==> config.mk <==
export PLATFORM = sky130hd
export DESIGN_NAME = mult_shiftadd
export DESIGN_NICKNAME = d
export VERILOG_FILES = /design/src/rtl/mult_shiftadd_pkg.sv /design/src/rtl/mult_shiftadd_dp.sv /design/src/rtl/mult_shiftadd.sv
export SDC_FILE = /design/constraint.sdc
export NUM_CORES = 1
export LEC_CHECK = 0
export ABC_AREA = 1
export CAP_MARGIN = 0
export CORE_MARGIN = 4
export CORE_UTILIZATION = 30
export CTS_CLUSTER_SIZE = 40
export DETAILED_ROUTE_END_ITERATION = 8
export HOLD_SLACK_MARGIN = 0.03
export PLACE_DENSITY = 0.45
export SYNTH_ARGS = -nofsm -noshare
export SYNTH_HDL_FRONTEND = slang
export SYNTH_SLANG_ARGS = --single-unit
==> constraint.sdc <==
create_clock -name clk -period 6.29 [get_ports clk]
set_input_delay 0.9435 -clock clk [delete_from_list [all_inputs] [get_ports clk]]
set_output_delay 0.9435 -clock clk [all_outputs]
set_load 0.005 [all_outputs]
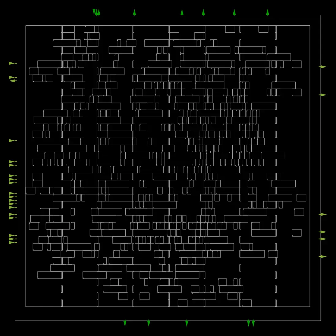
Fig. 1. Cell outlines without signal wires (run 1).
number of cell rows: 40
final core utilization: 0.371

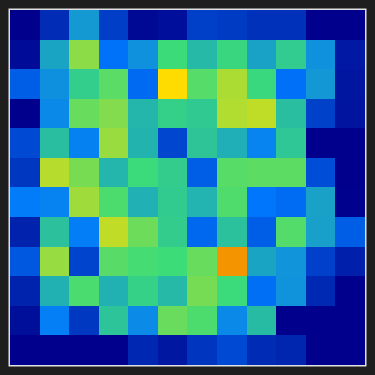
Fig. 2. Placement density heat map (run 1).
Scale: 3 px per micron. The die is cut into 12 by 12 equal tiles; dark blue is low, red is high, 0 to 100% covered.
fullest tile	83%
nearly empty tiles	13%
emptiest ninth of the die	bottom right
mean over tiles	30%
tiles over 75% full	0.70%
FP Core Util: 0.305
core area: 0.0120 sq mm

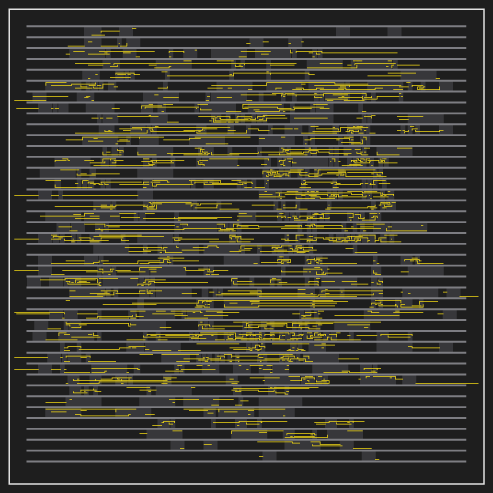
Fig. 3. Signal wires on met1 (run 1).
Scale: 4 px per micron. Supply wires on this layer in grey.
share of all routed wire	49%
longest straight run	45.5 microns
nets with wire on the layer	515
main direction	horizontal
total vias in the final route: 3010
overall routed net length: 8.60 mm
global routing met1 resource utilization: 0.174

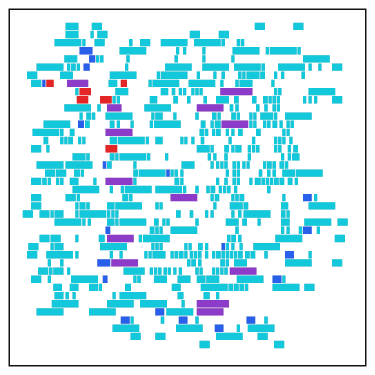
Fig. 4. Cells by drive strength (run 1).
Scale: 3 px per micron.
colour	size	cells	share
purple	_6 and larger	13	2.5%
cyan	_0 and _1 cells	480	92%
red	_3 and _4 cells	6	1.2%
blue	_2 cells	20	3.9%
layout buffer count excluding clock buffers: 38
post-route standard cell area excluding fillers: 0.00443 sq mm
Area Overhead vs Synth: 21.4%
Setup WS post-layout: 3680 ps

==> highlights.md, run 1 <==
* **commonest non-fill, non-tap cells in the layout** sky130_fd_sc_hd__nand2_1, sky130_fd_sc_hd__inv_1, sky130_fd_sc_hd__dfrtp_1
* **sequence of cells on the critical path** clkdlybuf4s50_1 -> nand2_2 -> inv_2 -> nor2_4 -> inv_2 -> a21oi_1 -> o21ai_0 -> o21ai_0
* **total of cells resized after clock tree synthesis** 0
* **Bufs on Longest Clock Path** 2
* **Final Hold Slack** 467 ps
* **number of top-level pins** 38
* **Pleak** 2.39 nW
* **wire length of the first global-routing pass** 15.0 mm
* **number of global-route vias before repair** 3122
* **fmax** 0.383 GHz
* **Iter 0 DRT Violations** 141
* **worst-path fanout max** 20
* **TritonCTS clock tree** yes
* **number of distinct standard cells referenced by the synthesized netlist** 38
* **status** complete, no violations
* **data arrival time of the critical path** 2860 ps
* **count of maximum capacitance violations** 0
* **unrepaired setup endpoints after global routing** false
* **class of the tightest hold or removal check** reg -> reg
* **Clock Skew** 4.53 ps
* **number of antenna violations at the first check in global routing** 0
run 1: synthesized netlist by cell type (all sizes together):
master / n / share of area
nand2: 175 / 0.19
inv: 90 / 0.093
dfrtp: 62 / 0.42
o21ai: 26 / 0.045
nand3: 24 / 0.033
nor2: 23 / 0.029
ha: 20 / 0.069
a21oi: 10 / 0.014
buf: 10 / 0.025
o221ai: 7 / 0.017
o22ai: 5 / 0.010
a22oi: 4 / 0.0082
a31oi: 3 / 0.0051
o211ai: 3 / 0.0075
nand3b: 2 / 0.0041
nor3: 2 / 0.0027
xor2: 2 / 0.0048
a22o: 1 / 0.0024
and2: 1 / 0.0017
and3: 1 / 0.0017
clkbuf: 1 / 0.0010
fa: 1 / 0.0055
nand4: 1 / 0.0017
o31ai: 1 / 0.0021
xnor2: 1 / 0.0024
run 1: area by class of cell:
type	count	area, sq um
Clock buffer	12	246
Multi-Input combinational cell	313	1660
Tap cell	147	184
Clock inverter	4	70.1
Timing Repair Buffer	38	378
Inverter	90	340
Fill cell	1261	7530
Sequential cell	62	1550
run 1: critical path: cells and delay by family:
kind                   cells  cell delay, ps
AND-OR/OR-AND              3             350
buffers and inverters      3             900
AND/OR/NAND/NOR            2             650
run 1: per-stage QoR:
step / worst slack, ps / cell area, sq um
finish: 3680 / 4430
global route: 3430 / 4430
CTS: 3630 / 4430
detailed placement: 3290 / 4120
global placement: 3330 / 4120
floorplan: 3810 / 3650
run 1: layer usage:
layer,routed length (microns),GRT usage
met5,0,0
met4,209,0.0579
met3,251,0.0258
met2,3950,0.213
met1,4190,0.174
run 1: power by group:
group / leakage, nW / internal (mW) / total (mW) / switching (mW)
combinational: 1.41 / 0.281 / 0.763 / 0.482
clock: 0.157 / 0.357 / 0.536 / 0.180
sequential: 0.822 / 0.534 / 0.623 / 0.0897
total: 2.39 / 1.17 / 1.92 / 0.751
run 1: kinds of logic after synthesis:
| family | synth area share |
|---|---|
| adders and majority gates | 0.0740 |
| xor gates and xnor gates | 0.00720 |
| and+or+nand+nor | 0.263 |
| DFF | 0.425 |
| buffers and inverters | 0.120 |
| AOI/OAI and AO/OA | 0.111 |
Fig. 5: run 1, I/O nets highlighted
Scale: 3 px per micron.
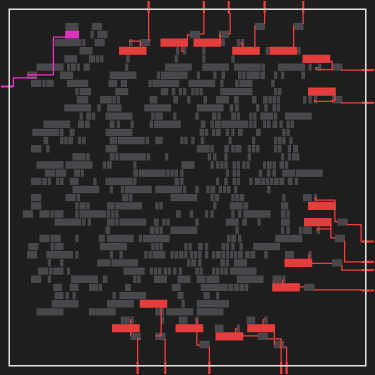

==> inputs of run 2 (changes only) <==
--- a/config.mk
+++ b/config.mk
@@ -12,7 +12,7 @@
 export CTS_CLUSTER_SIZE = 40
 export DETAILED_ROUTE_END_ITERATION = 8
 export HOLD_SLACK_MARGIN = 0.03
-export PLACE_DENSITY = 0.45
+export PLACE_DENSITY = 0.46
 export SYNTH_ARGS = -nofsm -noshare
 export SYNTH_HDL_FRONTEND = slang
 export SYNTH_SLANG_ARGS = --single-unit
==> constraint.sdc (replaced) <==
create_clock -name clk -period 2.3 [get_ports clk]
set_input_delay 0.345 -clock clk [delete_from_list [all_inputs] [get_ports clk]]
set_output_delay 0.345 -clock clk [all_outputs]
set_load 0.005 [all_outputs]
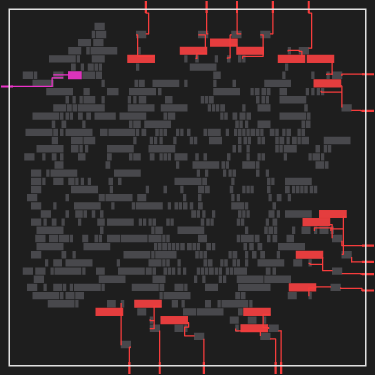
Fig. 6. I/O nets highlighted (run 2).
Scale: 3 px per micron.
colour	port	bits	direction	end cells	buffers	wire
magenta	busy	1	output	1	1	25.2 microns
red	Product	16	output	16	16	335 microns
number of top-level pins: 38
Port Buffer Count: 37

==> run 2 against run 1 <==
Final cell count up 0.60%. Largest cell class unchanged. Non-clock buffer count up 4. Largest power group unchanged. Sequential share of layout area down 0.14 points. Setup slack worse by 3400 ps. Highest routed layer unchanged. Global-route usage up 0.42 points. Sequential cell count unchanged.
==> highlights.md, run 2 <==
* **Synth logic family** simple AND/OR/NAND/NOR gates
* **class of the tightest hold or removal check** in -> async
* **Pwr Density** 1170 mW/mm^2
* **worst-path fanout max** 17, -15%
* **data arrival time of the critical path** 2230 ps, -630 ps
* **post-synthesis async set-or-reset flop share** 1.00, unchanged
* **Adder Area Share** 0.0740, unchanged
* **Clock Skew** 6.14 ps, +1.62 ps
* **number of enable-type register cells in the synthesized netlist** 0, unchanged
* **synthesized-area fraction occupied by xor and xnor cells** 0.00720, unchanged
* **total vias in the final route** 3022, +0.40%
* **final core utilization** 0.372, +0.00146
* **portion of synthesized cell area occupied by the leading cell type** 0.425, unchanged
* **number of antenna violations at the first check in global routing** 0, unchanged
* **Multi-input gate area** 0.00166 sq mm, unchanged
* **FP Core Util** 0.305, unchanged
* **Final Hold Slack** 328 ps, -139 ps
* **cell area after synthesis** 0.00365 sq mm
* **Bufs on Longest Clock Path** 2, unchanged
* **status** complete, no violations
* **cell with the most instances after synthesis** sky130_fd_sc_hd__nand2_1
* **Area Overhead vs Synth** 21.9%
* **Iter 0 DRT Violations** 153, +8.5%
* **count of maximum capacitance violations** 0, unchanged
* **TritonCTS clock tree** yes
* **Commonest cells post-synth** sky130_fd_sc_hd__nand2_1, sky130_fd_sc_hd__inv_1, sky130_fd_sc_hd__dfrtp_1, sky130_fd_sc_hd__nand3_1, sky130_fd_sc_hd__ha_1
* **commonest non-fill, non-tap cells in the layout** sky130_fd_sc_hd__nand2_1, sky130_fd_sc_hd__inv_1, sky130_fd_sc_hd__dfrtp_1
* **post-synthesis compound-gate area fraction** 0.111, unchanged
* **Primary FF master, synth** sky130_fd_sc_hd__dfrtp_1
* **fill count** 1257, -0.32%
* **core area** 0.0120 sq mm, unchanged
* **unrepaired setup endpoints after global routing** false
* **number of global-route vias before repair** 3114, -0.26%
* **portion of netlist area occupied by mux cells** 0, unchanged
* **fmax** 0.500 GHz
==> run 2: cell counts after synthesis <==
No cell type changed its count.
==> run 2: report_power, final <==
group	switching (mW)	internal, mW
sequential	0.221	1.46
combinational	1.36	0.819
clock	0.499	0.833
total	2.08	3.11
==> run 2: layout make-up <==
cell class | count | area share
multi-input cells | 313 | 0.374
flip-flops and latches | 62 | 0.349
repair buffers | 42 | 0.0945
inverters | 90 | 0.0765
clock buffers | 10 | 0.0514
well taps | 147 | 0.0413
clock inverters | 6 | 0.0141
==> run 2: critical path, cell delays in order, from the launching register on <==
cell	delay (ps)
sky130_fd_sc_hd__dfrtp_1	330
sky130_fd_sc_hd__buf_4	190
sky130_fd_sc_hd__nand2_1	70
sky130_fd_sc_hd__inv_1	60
sky130_fd_sc_hd__ha_1	150
sky130_fd_sc_hd__inv_1	50
sky130_fd_sc_hd__fa_1	380
sky130_fd_sc_hd__inv_1	100
sky130_fd_sc_hd__nand3_1	70
sky130_fd_sc_hd__nand3_1	130
sky130_fd_sc_hd__nand3_1	110
sky130_fd_sc_hd__nand3_1	80
sky130_fd_sc_hd__nand2_1	50
sky130_fd_sc_hd__nand3_1	70
sky130_fd_sc_hd__nand2_1	50
==> run 2: cell families after synthesis <==
group / Yosys count
AOI/OAI and AO/OA: 60
adders and majority gates: 21
xor gates and xnor gates: 3
DFF: 62
buffers and inverters: 101
and+or+nand+nor: 229
==> run 2: through the flow <==
stage | area [sq um] | setup WS (ps)
after floorplan | 3650 | 223
after global placement | 4160 | 358
after detailed placement | 4160 | 298
after CTS | 4450 | 291
after global routing | 4450 | 42.6
final | 4450 | 301
==> run 2: layer usage <==
layer,global-route usage,part of all wire,vias up,wire [microns]
li1,-,-,1572,-
met1,0.173,0.49,1400,4270
met2,0.220,0.46,41,4040
met3,0.0507,0.041,9,357
met4,0.0374,0.013,0,111
met5,0,0,-,0
Power is estimated from default activity; no workload was simulated.
